<file path="src/rtl/reset_sequencer.sv">
`default_nettype none
// ============================================================================
//  Module   : reset_sequencer
//  Purpose  : Waits for a filtered PLL lock, then releases CHANNELS active-low
//             resets one at a time, STAGE_DELAY cycles apart (bit 0 first).
//             A lock loss during or after sequencing drops every channel at
//             once and restarts the sequence. Lock losses are counted in a
//             saturating 8-bit fault counter.
//  Optional : define RST_SEQ_SW_RESET_EN to add iSW_RESET, a software restart
//             that behaves like a lock loss but is not counted as a fault.
//  Ports    : iCLK        - clock, rising edge
//             iRESETn     - asynchronous active-low reset
//             iPLL_LOCKED - PLL lock indication, synchronous to iCLK
//             iSW_RESET   - software restart (only with RST_SEQ_SW_RESET_EN)
//             oRESETn     - per-channel active-low resets (thermometer code)
//             oREADY      - high once every channel is released
//             oFAULT_CNT  - saturating count of lock losses
//  Revision : 1.0 - initial release
// ============================================================================
module reset_sequencer #(
    parameter int CHANNELS    = 4,
    parameter int CNT_WIDTH   = 6,
    parameter int LOCK_FILTER = 8,
    parameter int STAGE_DELAY = 32
) (
    input  logic                iCLK,
    input  logic                iRESETn,
    input  logic                iPLL_LOCKED,
`ifdef RST_SEQ_SW_RESET_EN
    input  logic                iSW_RESET,
`endif
    output logic [CHANNELS-1:0] oRESETn,
    output logic                oREADY,
    output logic [7:0]          oFAULT_CNT
);

    localparam int KW = (CHANNELS > 1) ? $clog2(CHANNELS) : 1;

    localparam logic [CNT_WIDTH-1:0] c_LF_LAST    = CNT_WIDTH'(LOCK_FILTER - 1);
    localparam logic [CNT_WIDTH-1:0] c_SD_LAST    = CNT_WIDTH'(STAGE_DELAY - 1);
    localparam logic [CNT_WIDTH-1:0] c_CNT_ONE    = CNT_WIDTH'(1);
    localparam logic [KW-1:0]        c_LAST_STAGE = KW'(CHANNELS - 1);
    localparam logic [KW-1:0]        c_STAGE_ONE  = KW'(1);

    typedef enum logic [1:0] {
        LOCKWAIT = 2'd0,
        RELEASE  = 2'd1,
        RUN      = 2'd2
    } state_t;

    state_t                state_q;
    logic [CNT_WIDTH-1:0]  cnt_q;
    logic [KW-1:0]         stage_q;
    logic [CHANNELS-1:0]   resetn_q;
    logic                  ready_q;
    logic [7:0]            fault_q;

    logic                  w_sw_reset;

`ifdef RST_SEQ_SW_RESET_EN
    assign w_sw_reset = iSW_RESET;
`else
    assign w_sw_reset = 1'b0;
`endif

    always_ff @(posedge iCLK or negedge iRESETn) begin
        if (!iRESETn) begin
            state_q  <= LOCKWAIT;
            cnt_q    <= '0;
            stage_q  <= '0;
            resetn_q <= '0;
            ready_q  <= 1'b0;
            fault_q  <= 8'd0;
        end else begin
            case (state_q)
                LOCKWAIT: begin
                    // Any low sample restarts the lock filter from zero.
                    if (!iPLL_LOCKED || w_sw_reset) begin
                        cnt_q <= '0;
                    end else if (cnt_q == c_LF_LAST) begin
                        state_q <= RELEASE;
                        cnt_q   <= '0;
                    end else begin
                        cnt_q <= cnt_q + c_CNT_ONE;
                    end
                end

                RELEASE, RUN: begin
                    // Abort has priority over a release landing on the same edge.
                    if (!iPLL_LOCKED || w_sw_reset) begin
                        state_q  <= LOCKWAIT;
                        cnt_q    <= '0;
                        stage_q  <= '0;
                        resetn_q <= '0;
                        ready_q  <= 1'b0;
                        // Only a genuine lock loss is a fault.
                        if (!iPLL_LOCKED && (fault_q != 8'hFF)) begin
                            fault_q <= fault_q + 8'd1;
                        end
                    end else if (state_q == RELEASE) begin
                        if (cnt_q == c_SD_LAST) begin
                            // Setting bits in ascending order keeps the
                            // output a thermometer code.
                            resetn_q[stage_q] <= 1'b1;
                            cnt_q             <= '0;
                            if (stage_q == c_LAST_STAGE) begin
                                state_q <= RUN;
                                ready_q <= 1'b1;
                            end else begin
                                stage_q <= stage_q + c_STAGE_ONE;
                            end
                        end else begin
                            cnt_q <= cnt_q + c_CNT_ONE;
                        end
                    end
                end

                default: begin
                    state_q <= LOCKWAIT;
                end
            endcase
        end
    end

    assign oRESETn    = resetn_q;
    assign oREADY     = ready_q;
    assign oFAULT_CNT = fault_q;

endmodule
`default_nettype wire

</file>
<file path="config.mk">
export PLATFORM = sky130hd
export DESIGN_NAME = reset_sequencer
export DESIGN_NICKNAME = d
export VERILOG_FILES = /design/src/rtl/reset_sequencer.sv
export SDC_FILE = /design/constraint.sdc
export NUM_CORES = 1
export LEC_CHECK = 0
export ABC_AREA = 0
export CAP_MARGIN = 20
export CORE_MARGIN = 1
export CORE_UTILIZATION = 48
export DETAILED_ROUTE_END_ITERATION = 10
export HOLD_SLACK_MARGIN = 0.15
export PLACE_DENSITY = 0.74
export REMOVE_ABC_BUFFERS = 1
export SYNTH_ARGS = -nofsm -noshare
export SYNTH_HDL_FRONTEND = slang
export SYNTH_SLANG_ARGS = --single-unit
</file>
<file path="constraint.sdc">
create_clock -name iCLK -period 1.65 [get_ports iCLK]
set_input_delay 0.165 -clock iCLK [delete_from_list [all_inputs] [get_ports iCLK]]
set_output_delay 0.165 -clock iCLK [all_outputs]
set_load 0.05 [all_outputs]
</file>
Run 1, M1 wires:
The bar under the picture is 20 um long. Supply wires on this layer in gray.
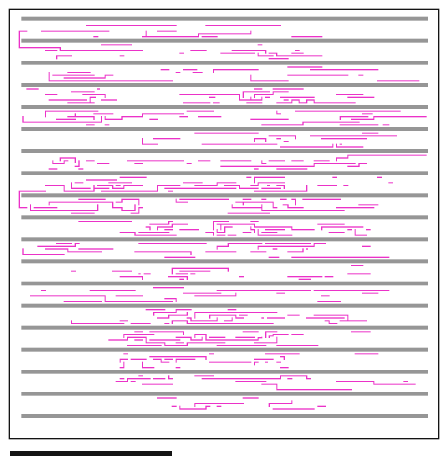
156 nets have wire on it. The layer holds 49% of the routed length. The wires run mostly horizontal.
final wirelength: 2420 um
vias after detailed routing: 991
met1 usage: 25.7%

Run 1, signal wires on met3:
The bar under the picture is 20 um long.
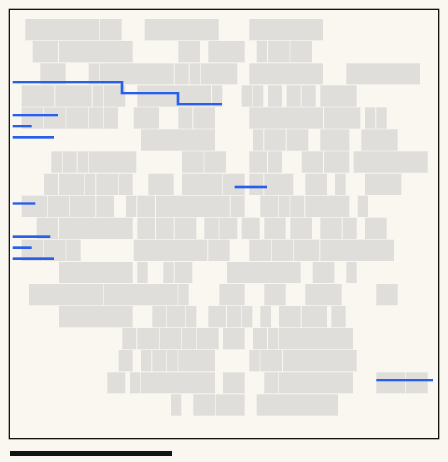
10 nets have wire on it. The layer carries 64.6 um of wire.

==> impl_metrics.ini, run 1 <==
; physical design summary
[synthesis]
yosys.area.top_type = dfrtp_1
top_cells_by_area = dfrtp_1 47%, ha_1 9.1%, nand2_1 3.6%, xor2_1 3.5%, nand3_1 3.2%
logic_family = simple AND/OR/NAND/NOR gates
xor_area_share_pct = 4.96
postSynthAreaPerCell_um2 = 9.81
top_cell = dfrtp_1
syn-instance-count = 126
top_area_share_pct = 46.6
ys.flops = 23
ys_cells = 126
synth.distinct_cells = 30
common_cells = 23 x dfrtp_1, 12 x nand2_1, 10 x inv_1, 9 x ha_1
ys_chip_area_mm2 = 0.00124
netlist_area_mm2 = 0.00124
ys_sh_simple_pct = 17.3

[critical_path]
crit_required_ps = 1850
crit_path_max_incr_delay_ps = 420
crit_arrival_ps = 1810
crit_buf_inv = 1
crit_family = AND-OR/OR-AND gates
path_class = reg2reg
slowest_stage = dfrtp_1

[layout]
final_cell_mix = 32 x buf_4, 23 x dfrtp_1, 11 x nand2_1
comb_cells = 89
buffer_area_share_pct = 17.9
seq-cell-share_pct = 36.1
final_common_cell = buf_4
n_all_inverters = 10
final_cells = 192
nNonClkBuffers = 36
drive_above_1_share_pct = 30.9
dominant-cell-class = logic gates
antenna_cells = 0
clkbuf_count = 4
comb_share_pct = 39.7

[grt]
antenna_found_initial = 0
grt_usage_pct = 18.4
grt-ovfl-total = 0
grt_pass1_vias = 879
use_met2_pct = 29.1
grt_start_max_net_pins = 24

[timing]
finalSetupViolCount = 0
max_freq_mhz = 624
finalSetupTns_ps = 0
fin_crit_sh_pct = 97.2
hold_viol = 0
finClkSkew_ps = 3.48
grt_setup_unrepaired = true
hold_ws_ps = 200

[clock_tree]
clk_pin_slew_ps = 120
cts_max_path_buffers = 2
hold_buffers = 0
numCtsBuffers = 3
cts_tree = yes
clockRootBuffer = clkbuf_4
clkLatencyLatePin_ps = 300

[detailed_routing]
wl_met1_um = 1190
ant_nets = 0
firstDrtPassIters = 4
viasPerCell = 5.16

[outcome]
status = completed

[power_and_ir_drop]
comb-power_uw = 1350
power_frac_seq_pct = 33.3
p_leak_uw = 0.000780
power_density_mw_per_mm2 = 1500
comb_power_share_pct = 56.2
maxPowerGroup = combinational cells
total_power_uw = 2400

[die]
core_util_floorplan_pct = 50.4
rows = 18
die_area_mm2 = 0.00278
io_pins = 16
taps = 30
die_w_um = 52.8

[placement]
port-buffer-count = 15
dp_hpwl_um = 1700
place_congestion = 0.767
Run 1, supply network:
Pins as bars on the die edge.
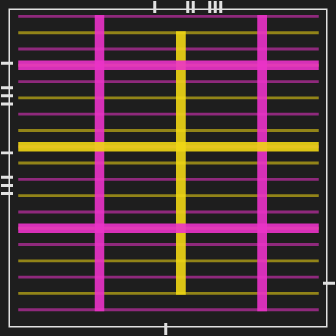
Key: VDD = yellow; VSS = magenta
3 straps on met4. 16 signal pins sit on the boundary.
Max rail drop VDD: 0.00121 V
Core ar.: 0.00245 mm^2
Die Y: 52.8 um

Run 1, routing congestion map:
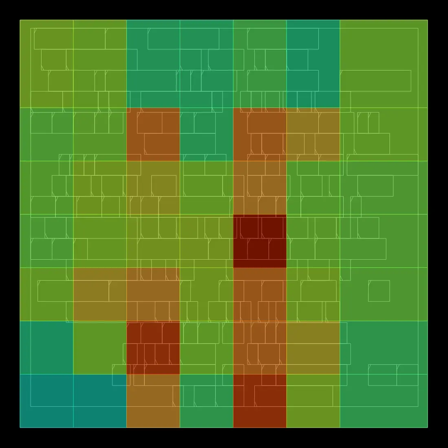
met3 global-route usage: 2.61%
routed wire length per instance: 12.6 um

[run 1: sequential cells by signal, indices dropped and copies added (netlist names)]
name        flops
oFAULT_CNT      8
cnt_q           6
oRESETn         4
state_q         2
oREADY          1
stage_q         2
[run 1: final timing paths]
check,from,end,slack (ps),cells past startpoint
setup / recovery,cnt_q[0],state_q[0],50,6
hold / removal,iRESETn,cnt_q[2],200,2
setup reg to reg,cnt_q[0],state_q[0],50,6
hold reg to reg,oFAULT_CNT[7],oFAULT_CNT[7],510,1
max in group asynchronous,iRESETn,cnt_q[3],1220,2
min in group iCLK,oFAULT_CNT[7],oFAULT_CNT[7],510,1
[run 1: stage by stage]
stage	cell area, um^2	setup slack [ps]
CTS	1530	3.41
detailed placement	1490	-98.0
floorplan	1210	-131
global route	1600	-50.4
global placement	1490	-56.5
finish	1600	46.4
## Run 2: what changed since run 1
Settings changed: SLEW_MARGIN set to 15.
Run 2, routing congestion map:
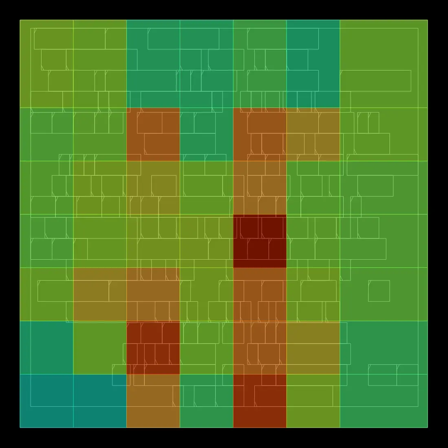
GRT Util Overall: 18.4%
Final Util: 65.0%

==> impl_metrics.ini, run 2 <==
; physical design summary
[die]
core_util_floorplan_pct = 50.4
core_region_area_mm2 = 0.00245
rows = 18
fp.dieH_um = 52.8
die_area_mm2 = 0.00278
die_w_um = 52.8

[synthesis]
ys_cells = 126
top_area_share_pct = 46.6
top_cell = dfrtp_1
netlist_area_mm2 = 0.00124
syn-instance-count = 126
ys_chip_area_mm2 = 0.00124
postSynthAreaPerCell_um2 = 9.81
yosys.area.top_type = dfrtp_1
synth.distinct_cells = 30
ys.flops = 23
common_cells = 23 x dfrtp_1, 12 x nand2_1, 10 x inv_1, 9 x ha_1
top_cells_by_area = dfrtp_1 47%, ha_1 9.1%, nand2_1 3.6%, xor2_1 3.5%, nand3_1 3.2%

[critical_path]
r2r_start = cnt_q[0]
slowest_stage = dfrtp_1
r2r_cells = 6
crit_start = cnt_q[0]
crit_arrival_ps = 1810
crit_required_ps = 1850
crit_cells = 6
timing.rr.end = state_q[0]
path_class = reg2reg
crit_path_max_incr_delay_ps = 420
crit_path_end = state_q[0]

[detailed_routing]
wl_um = 2420
wl_met1_um = 1190
routedWlPerCell_um = 12.6
firstDrtPassIters = 4
routed.top_layer = met3
viasPerCell = 5.16

[clock_tree]
clockRootBuffer = clkbuf_4
numCtsBuffers = 3
clkLatencyLatePin_ps = 300
cts_max_path_buffers = 2
hold_buffers = 0
cts_tree = yes

[grt]
antenna_found_initial = 0
grt_pass1_vias = 879
grt.met1_usage_pct = 25.7
use_met2_pct = 29.1
grt_start_max_net_pins = 24
grt-ovfl-total = 0
grtUsageMet3_pct = 2.61

[power_and_ir_drop]
maxPowerGroup = combinational cells
comb-power_uw = 1350
total_power_uw = 2400
comb_power_share_pct = 56.2
power_density_mw_per_mm2 = 1500
power_frac_seq_pct = 33.3
p_leak_uw = 0.000780
ir_drop_v = 0.00121

[layout]
drive_above_1_share_pct = 30.9
final_cell_mix = 32 x buf_4, 23 x dfrtp_1, 11 x nand2_1
logic_area_um2 = 634
final_cell_area_mm2 = 0.00160
ff_latch_area_um2 = 576
largest_reg_flops = 8
antenna_cells = 0

[timing]
grt_setup_unrepaired = true
hold_viol = 0
finalWorstSetupSlack_ps = 46.4
finalSetupViolCount = 0
hold_ws_ps = 200
fin_crit_sh_pct = 97.2
finClkSkew_ps = 3.48
finalSetupTns_ps = 0
period_minus_slack_ps = 1600

[placement]
placed_area_mm2 = 0.00149
place_congestion = 0.767
detailedPlace.worstSlack_ps = -98.0
dp_hpwl_um = 1700

[outcome]
status = completed
Run 2, logic cells by family:
The bar under the picture is 20 um long.
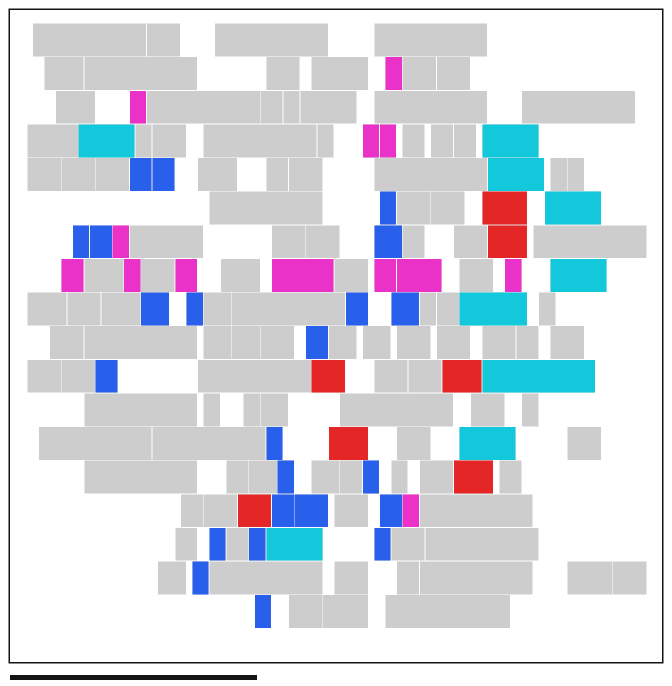
Key: fa/ha/maj cells = cyan [cells 9]; non-inverting ao/oa cells = red [cells 7]; nor cells = magenta [cells 13]; nand cells = blue [cells 23]
Cell Count, Final, Fillers Out: 192
logic share of the area: 39.7%
Commonest Layout Cell: buf_4

[run 2: cell counts in the layout (fill, tap and decap cells not counted)]
Identical to the previous run, type by type.
[run 2: cells by family (layout without fill, tap and decap cells)]
kind of cell | count (synthesis) | after routing | share of synthesized area (%)
AOI/OAI and AO/OA | 29 | 29 | 16.3
and+or+nand+nor | 43 | 43 | 17.3
muxes | 1 | 1 | 0.911
xor gates and xnor gates | 7 | 7 | 4.96
adders and majority gates | 9 | 9 | 9.11
buffers and inverters | 14 | 50 | 4.86
DFF | 23 | 23 | 46.6
[run 2: layout make-up]
cell class | count | area share (%)
Inverter | 10 | 2.35
Multi-Input combinational cell | 89 | 39.7
Clock buffer | 4 | 1.65
Sequential cell | 23 | 36.1
Timing Repair Buffer | 36 | 17.9
Tap cell | 30 | 2.35
